Run 1, clock distribution:
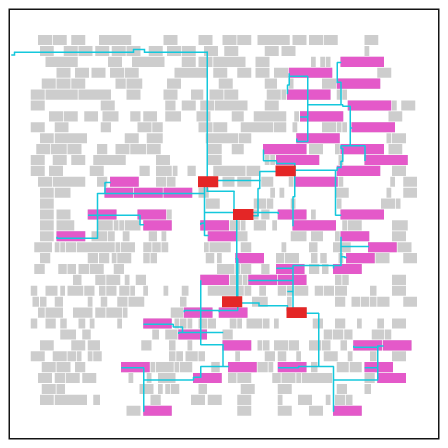
Run 1, placed cells, one colour a class:
The bar under the picture is 20 um long.
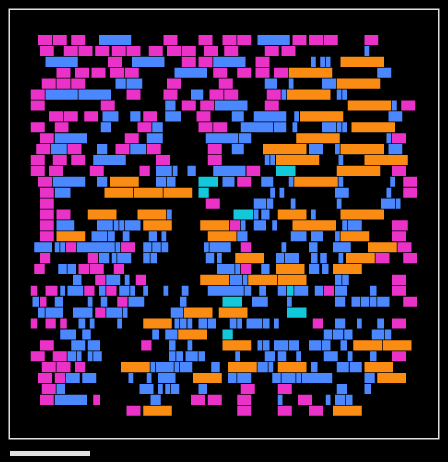
Run 1, routing congestion map:
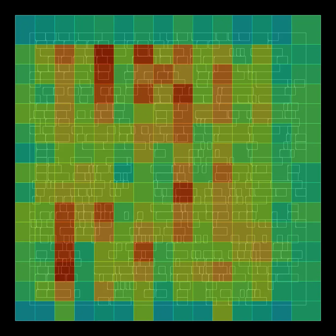
Run 1, sequential cells grouped by signal name:
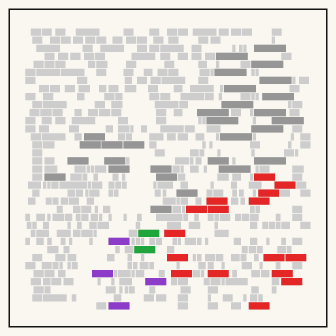
==> config.mk <==
export PLATFORM = sky130hd
export DESIGN_NAME = fifo_drain_ctrl
export DESIGN_NICKNAME = d
export VERILOG_FILES = /design/src/rtl/fifo_drain_ctrl.sv
export SDC_FILE = /design/constraint.sdc
export NUM_CORES = 1
export LEC_CHECK = 0
export CELL_PAD_IN_SITES_DETAIL_PLACEMENT = 0
export CELL_PAD_IN_SITES_GLOBAL_PLACEMENT = 1
export CORE_MARGIN = 5
export CORE_UTILIZATION = 35
export DETAILED_ROUTE_END_ITERATION = 6
export PLACE_DENSITY_LB_ADDON = 0.1
export REMOVE_ABC_BUFFERS = 1
export SETUP_SLACK_MARGIN = 0.15
export SYNTH_ARGS = -nofsm -noshare
export SYNTH_HDL_FRONTEND = slang
export SYNTH_SLANG_ARGS = --single-unit
==> constraint.sdc <==
create_clock -name clk_dwt -period 3.5 [get_ports clk_dwt]
set_input_delay 0.875 -clock clk_dwt [delete_from_list [all_inputs] [get_ports clk_dwt]]
set_output_delay 0.875 -clock clk_dwt [all_outputs]
set_load 0.02 [all_outputs]
==> src/rtl/fifo_drain_ctrl.sv <==
// fifo_drain_ctrl
// Read-side scheduler for the ten byte-lane FIFOs behind the BPC/MQ
// lane-rotating writer. Lanes are read strictly in rotation order
// (0..9, wrapping), so the serial output reproduces the writer's byte order.
// The bytes are presented as a ready/valid stream. The block also counts the
// popped bytes per codeblock and pulses flush_done once a flushed codeblock
// has fully drained.
//
// Ports
//   clk_dwt     single clock, rising edge
//   rst         synchronous active-low reset
//   rdempty     per-lane empty flags (lane i = bit i)
//   rd_data     lane read data, lane i = [8i+7:8i]; valid one cycle after rd_req
//   rd_req      one-hot lane read strobe
//   byte_out    serial output byte (0 while byte_vld is low)
//   byte_vld    byte_out valid
//   byte_rdy    downstream ready; pop = byte_vld & byte_rdy
//   flush       end-of-codeblock pulse
//   flush_done  one-cycle pulse when the codeblock has drained
//   lane_ptr    next lane to read, 0..9
//   byte_cnt    saturating count of bytes popped since the last flush_done
//
// state | meaning
// ------+------------------------------------------------------------------
// RUN   | normal streaming; flush loads the wait timer
// FLUSH | timer counts down; leave once timer=0 and every lane and the
//       | output path are empty
// DONE  | flush_done pulse; byte_cnt cleared on exit
module fifo_drain_ctrl #(
   parameter int FLUSH_WAIT = 8,
   parameter int CNT_W      = 16
) (
   input  logic             clk_dwt,
   input  logic             rst,
   input  logic [9:0]       rdempty,
   input  logic [79:0]      rd_data,
   output logic [9:0]       rd_req,
   output logic [7:0]       byte_out,
   output logic             byte_vld,
   input  logic             byte_rdy,
   input  logic             flush,
   output logic             flush_done,
   output logic [3:0]       lane_ptr,
   output logic [CNT_W-1:0] byte_cnt
);

   localparam int WAIT_W = (FLUSH_WAIT < 2) ? 1 : $clog2(FLUSH_WAIT + 1);
   localparam logic [WAIT_W-1:0] WAIT_INIT = WAIT_W'(FLUSH_WAIT);

   typedef enum logic [1:0] {
      ST_RUN   = 2'd0,
      ST_FLUSH = 2'd1,
      ST_DONE  = 2'd2
   } state_t;

   state_t            state_q, state_d;
   logic [WAIT_W-1:0] wait_q, wait_d;
   logic [3:0]        lane_q, lane_d;
   logic [7:0]        buf_q [2];
   logic              head_q, head_d;
   logic [1:0]        cnt_q, cnt_d;
   logic              infl_q;
   logic [3:0]        infl_lane_q;
   logic [CNT_W-1:0]  byte_cnt_q, byte_cnt_d;

   logic       pop;
   logic       issue;
   logic [1:0] occ;
   logic       tail;
   logic [7:0] land_byte;

   assign byte_vld = (cnt_q != 2'd0);
   assign pop      = byte_vld & byte_rdy;
   assign occ      = cnt_q + {1'b0, infl_q};

   // A read may only be issued if the byte it returns is guaranteed a
   // buffer slot, counting the pop happening this cycle.
   assign issue    = rst & ~rdempty[lane_q] & ((occ - {1'b0, pop}) < 2'd2);
   assign rd_req   = issue ? (10'd1 << lane_q) : 10'd0;

   // Buffer holds at most 2 entries, and with 2 buffered no read is in
   // flight, so the tail slot is head xor (count is odd).
   assign tail      = head_q ^ cnt_q[0];
   assign land_byte = rd_data[{infl_lane_q, 3'b000} +: 8];

   assign byte_out   = byte_vld ? buf_q[head_q] : 8'h00;
   assign lane_ptr   = lane_q;
   assign byte_cnt   = byte_cnt_q;

   always_comb begin
      lane_d = lane_q;
      if (issue) begin
         lane_d = (lane_q == 4'd9) ? 4'd0 : lane_q + 4'd1;
      end
      cnt_d  = cnt_q + {1'b0, infl_q} - {1'b0, pop};
      head_d = head_q ^ pop;
   end

   always_comb begin
      state_d    = state_q;
      wait_d     = wait_q;
      flush_done = 1'b0;
      byte_cnt_d = byte_cnt_q;
      if (pop && (byte_cnt_q != {CNT_W{1'b1}})) begin
         byte_cnt_d = byte_cnt_q + 1'b1;
      end
      case (state_q)
         ST_RUN: begin
            if (flush) begin
               wait_d  = WAIT_INIT;
               state_d = ST_FLUSH;
            end
         end
         ST_FLUSH: begin
            if (wait_q != '0) begin
               wait_d = wait_q - 1'b1;
            end
            if ((wait_q == '0) && (&rdempty) && (occ == 2'd0) && !issue) begin
               state_d = ST_DONE;
            end
         end
         ST_DONE: begin
            flush_done = 1'b1;
            byte_cnt_d = '0;
            if (flush) begin
               wait_d  = WAIT_INIT;
               state_d = ST_FLUSH;
            end else begin
               state_d = ST_RUN;
            end
         end
         default: begin
            state_d = ST_RUN;
         end
      endcase
   end

   always_ff @(posedge clk_dwt) begin
      if (!rst) begin
         state_q     <= ST_RUN;
         wait_q      <= '0;
         lane_q      <= 4'd0;
         buf_q[0]    <= 8'h00;
         buf_q[1]    <= 8'h00;
         head_q      <= 1'b0;
         cnt_q       <= 2'd0;
         infl_q      <= 1'b0;
         infl_lane_q <= 4'd0;
         byte_cnt_q  <= '0;
      end else begin
         state_q     <= state_d;
         wait_q      <= wait_d;
         lane_q      <= lane_d;
         head_q      <= head_d;
         cnt_q       <= cnt_d;
         infl_q      <= issue;
         infl_lane_q <= lane_q;
         byte_cnt_q  <= byte_cnt_d;
         if (infl_q) begin
            buf_q[tail] <= land_byte;
         end
      end
   end

endmodule

==> impl_metrics.env, run 1 <==
# source this file to load flow results
export IMPL_xor_area_frac=0.0206
export IMPL_port_buffers=133
export IMPL_syn_area_um2=3280
export IMPL_p_seq_mw=0.780
export IMPL_cts_sinks=51
export IMPL_yosys_area_top_type_share=0.214
export IMPL_drc=0
export IMPL_antenna_cells=0
export IMPL_switching_share=0.354
export IMPL_dpl_hpwl_um=7900
export IMPL_maxSlewHeadroom=0.463
export IMPL_tap_cells=111
export IMPL_critPathMaxFanout=3
export IMPL_adder_share=0.0267
export IMPL_setup_ws_ps=210
export IMPL_hold_path_endpoint="byte_cnt[10]"
export IMPL_most_common_cell="nor2_1"
export IMPL_seq_cells=51
export IMPL_layout_top_cells="122 x clkdlybuf4s50_1, 43 x nor2_1, 35 x dfxtp_1"
export IMPL_simple_gate_area_frac=0.212
export IMPL_critPathLaunchType="primary input"
export IMPL_crit_chain="clkdlybuf4s50_1, mux4_2, nor2_4, o311ai_4, nor3_1, buf_4"
export IMPL_clockBufferDepth=2
export IMPL_setup_violations=0
export IMPL_synth_chip_area_um2=3280
export IMPL_cp_end_kind="output port"
export IMPL_outcome="finished clean"
export IMPL_wl_um=9870
export IMPL_fin_cells=585
export IMPL_grt_pass1_wl_um=15900
export IMPL_first_global_vias=3176
export IMPL_nNonClkInverters=12
export IMPL_clk_share=0.0182
export IMPL_report_power_total_mw=2.12
export IMPL_h_tree_depth=2
export IMPL_tightest_slew_ps=804
export IMPL_track_usage=0.173
export IMPL_register_area_um2=1180
export IMPL_vias_per_cell=5.30
export IMPL_clkbuf_count=5
export IMPL_numCtsBuffers=5
export IMPL_startpoint="rdempty[7]"
export IMPL_ys_top_cells_by_area="dfxtp_1 21%, edfxtp_1 15%, mux4_2 12%"
export IMPL_drt_first_pass_iters=4
export IMPL_cp_arrival_ps=2410
export IMPL_seqPwrFrac=0.367
export IMPL_hold_viol=0
export IMPL_slowest_stage="mux4_2"
export IMPL_dp_slack_ps=-642
export IMPL_p_comb_mw=1.00
export IMPL_fp_dieH_um=107
export IMPL_cp_endpoint="rd_req[8]"
export IMPL_p_switching_mw=0.752
export IMPL_power_internal_mw=1.37
export IMPL_power_leakage_nw=1.75
export IMPL_yosysWarnings=0
export IMPL_drv_cap=0
export IMPL_ir_drop_mv=0.205
export IMPL_cts_root_buf="clkbuf_8"
export IMPL_power_density_nw_per_um2=434
export IMPL_critical_path_max_stage_delay_ps=530
export IMPL_top_area_cell="dfxtp_1"
export IMPL_async_flop_share=0
export IMPL_power_leader="combinational logic"
export IMPL_fin_crit_sh=0.940
export IMPL_buffer_area_frac=0.293
export IMPL_flop_cell="dfxtp_1"
## Picture notes: 'clock distribution'
clock wires: marked cyan, length 666 um. cells driving clock nets: marked red, count 5. flip-flops: marked magenta, count 51.
There are 6 routed clock nets.
share of total power in the clock network: 0.160
Clk. pwr: 0.340 mW
Clock Skews: 6.66 ps
clk latency late pin: 300 ps

## Picture notes: 'placed cells, one colour a class'
all other logic: marked blue, cells 264. flip-flops: marked orange, cells 51. other buffers and delay cells: marked magenta, cells 151. clock drivers and dummy loads: marked cyan, cells 8.
core area: 9200 um2
final non-filler cell area: 4890 um2
register fraction of the total cell area: 0.242
FP Rows: 35
post-layout util: 0.532

## Picture notes: 'routing congestion map'
met1 Use GR: 0.233
met3 Resource Use GR: 0.0373
WL per Instance: 16.9 um
GRT Max-Usage Layer: met2
met2 usage: 0.281

## Picture notes: 'sequential cells grouped by signal name'
`byte_cnt`: marked red, placed flops 16, where south-east. `state_q`: marked green, placed flops 2. `wait_q`: marked purple, placed flops 4.
Another 29 sequential cells are not coloured.

run 1: worst max-delay path, delay by kind of cell:
kind | cells | cell delay (ps)
buf+inv | 2 | 590
simple gates | 2 | 310
compound gates | 1 | 110
mux | 1 | 530
run 1: per-layer routing:
metal  track usage  up-vias
met5             0        -
met2         0.281       86
met1         0.233     1464
li1              -     1536
met3        0.0373       12
met4        0.0447        0
run 1: timing repair:
| action | 4_1_cts | 5_1_grt |
|---|---|---|
| gates resized | 63 | 3 |
| setup endpoints to repair | 10 | 10 |
| gates cloned | 0 | 0 |
| buffers inserted | 1 | 0 |
| pin swaps | 5 | 2 |
==> inputs of run 2 (changes only) <==
--- a/config.mk
+++ b/config.mk
@@ -5,10 +5,12 @@
 export SDC_FILE = /design/constraint.sdc
 export NUM_CORES = 1
 export LEC_CHECK = 0
+export ABC_CLOCK_PERIOD_IN_PS = 3500
 export CELL_PAD_IN_SITES_DETAIL_PLACEMENT = 0
 export CELL_PAD_IN_SITES_GLOBAL_PLACEMENT = 1
 export CORE_MARGIN = 5
 export CORE_UTILIZATION = 35
+export CTS_BUF_LIST = sky130_fd_sc_hd__clkbuf_4
 export DETAILED_ROUTE_END_ITERATION = 6
 export PLACE_DENSITY_LB_ADDON = 0.1
 export REMOVE_ABC_BUFFERS = 1
Run 2, routing congestion map:
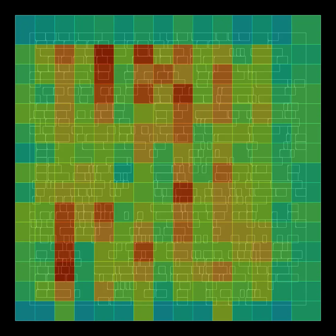
met1 Use GR: 0.232
WL per Instance: 16.9 um

==> run 2 against run 1 <==
  * Global-route usage is essentially flat
  * Combinational power is essentially flat
  * Sequential share of layout area grew 0.16 points
  * Highest routed layer unchanged
==> impl_metrics.env, run 2 <==
# source this file to load flow results
export IMPL_dpl_hpwl_um=7900
export IMPL_drv_cap=0
export IMPL_gp_congestion=0.846
export IMPL_clk_latency_ps=370
export IMPL_port_buffers=133
export IMPL_numCtsBuffers=5
export IMPL_cts_sinks=51
export IMPL_coreArea_um2=9200
export IMPL_final_common_cell="clkdlybuf4s50_1"
export IMPL_critPathLaunchType="primary input"
export IMPL_outcome="finished clean"
export IMPL_setup_tns_ps=0
export IMPL_ys_seq_frac=0.360
export IMPL_cts_resized=63
export IMPL_clk_pin_slew_ps=160
export IMPL_crit_chain="clkdlybuf4s50_1, mux4_2, nor2_4, o311ai_4, nor3_1, buf_4"
export IMPL_grt_pass1_wl_um=15900
export IMPL_report_power_total_mw=2.05
export IMPL_flop_cell="dfxtp_1"
export IMPL_hold_path_endpoint="byte_cnt[10]"
export IMPL_warnings=29
export IMPL_wl_met2_um=4930
export IMPL_power_internal_mw=1.31
export IMPL_critPathBufInv=2
export IMPL_stdcell_area_um2=4860
export IMPL_placed_cell_area_um2=4780
export IMPL_clkPwrFrac=0.132
export IMPL_hold_start="byte_cnt[10]"
export IMPL_p_comb_mw=1.00
export IMPL_whs_path_depth=1
export IMPL_fin_skew_ps=12.2
export IMPL_async_flop_share=0
export IMPL_postSynthCellCount=337
export IMPL_cts_setup_buffers=1
export IMPL_yosys_area_top_type_share=0.214
export IMPL_power_density_nw_per_um2=422
export IMPL_drive_gt1_frac=0.173
export IMPL_cp_arrival_ps=2410
export IMPL_yosysWarnings=0
export IMPL_ir_drop_mv=0.205
export IMPL_p_switching_mw=0.745
export IMPL_power_leader="combinational logic"
export IMPL_clockBufferDepth=2
export IMPL_layout_top_cells="122 x clkdlybuf4s50_1, 43 x nor2_1, 35 x dfxtp_1"
export IMPL_muxShareOfSynthArea=0.207
export IMPL_ys_top_cells_by_area="dfxtp_1 21%, edfxtp_1 15%, mux4_2 12%"
export IMPL_synth_edff_count=16
export IMPL_drc=0
export IMPL_fp_dieH_um=107
export IMPL_period_needed_ps=3290
export IMPL_grt_use_met3=0.0373
export IMPL_drt_initial_drc_count=113
export IMPL_rr_endpoint="buf_q[1][2]"
export IMPL_floorplan_core_util=0.356
export IMPL_setup_violations=0
export IMPL_p_seq_mw=0.780
export IMPL_seqPwrFrac=0.380
export IMPL_simple_gate_area_frac=0.212
export IMPL_drt_first_pass_iters=4
export IMPL_dp_slack_ps=-642
export IMPL_critPathMaxFanout=3
export IMPL_hold_viol=0
export IMPL_maxSlewViolCount=0
export IMPL_netlist_logic_family_top="simple AND/OR/NAND/NOR gates"
export IMPL_dr_wl_met3_um=491
export IMPL_pg_clk_mw=0.270
export IMPL_syn_area_um2=3280
export IMPL_reg2reg_depth=4
export IMPL_tightest_slew_ps=805
export IMPL_maxSlewHeadroom=0.462
export IMPL_first_global_vias=3174
export IMPL_fin_cells=585
export IMPL_holdWs_ps=518
export IMPL_slowest_stage="mux4_2"
export IMPL_r2r_start="infl_lane_q[0]"
export IMPL_most_common_cell="nor2_1"
export IMPL_adder_share=0.0267
export IMPL_h_tree_depth=2
export IMPL_xor_area_frac=0.0206
export IMPL_power_leakage_nw=1.74
export IMPL_antenna_left=0
export IMPL_cp_end_kind="output port"
export IMPL_synth_chip_area_um2=3280
export IMPL_critical_path_max_stage_delay_ps=530
export IMPL_max_freq_ghz=0.304
export IMPL_switching_share=0.363
export IMPL_gr_total_overflow=0
export IMPL_met2_usage=0.281
export IMPL_yosysUniqueCellTypes=57
export IMPL_vias_per_cell=5.30
export IMPL_top_usage_layer="met2"
export IMPL_final_util=0.528
export IMPL_rows=35
export IMPL_crit_family="buffers and inverters"
export IMPL_fin_crit_sh=0.940
export IMPL_wl_um=9860
export IMPL_setup_ws_ps=210
export IMPL_track_usage=0.173
export IMPL_wl_met1_um=4240
export IMPL_antenna_cells=0
export IMPL_vias=3098
export IMPL_grt_max_degree=18
export IMPL_top_area_cell="dfxtp_1"
export IMPL_yosysCellCount=337
export IMPL_cts_root_buf="clkbuf_4"
export IMPL_common_cells="44 x nor2_1, 35 x dfxtp_1, 27 x nand2_1"
[run 2: worst register-to-register path: stages, from the launching register on]
cell       delay (ps)
dfxtp_1           780
buf_4             370
mux4_2            530
a2bb2oi_1         310
nor2_1             70
[run 2: worst max-delay path by stage]
stage                      to  depth (start not counted)       start
floorplan           rd_req[5]                          6    byte_rdy
global route        rd_req[7]                          6  rdempty[7]
finish              rd_req[8]                          6  rdempty[7]
global placement    rd_req[2]                          9    byte_rdy
CTS                 rd_req[5]                          5  rdempty[7]
detailed placement  rd_req[5]                          8    byte_rdy
[run 2: layout make-up]
class	count	area, um2
fillers	878	4340
multi-input cells	252	2000
repair buffers	151	1430
flip-flops and latches	51	1180
well taps	111	139
inverters	12	45.0
clock buffers	5	37.5
clock inverters	3	20.0
Power and IR drop assume default switching activity.
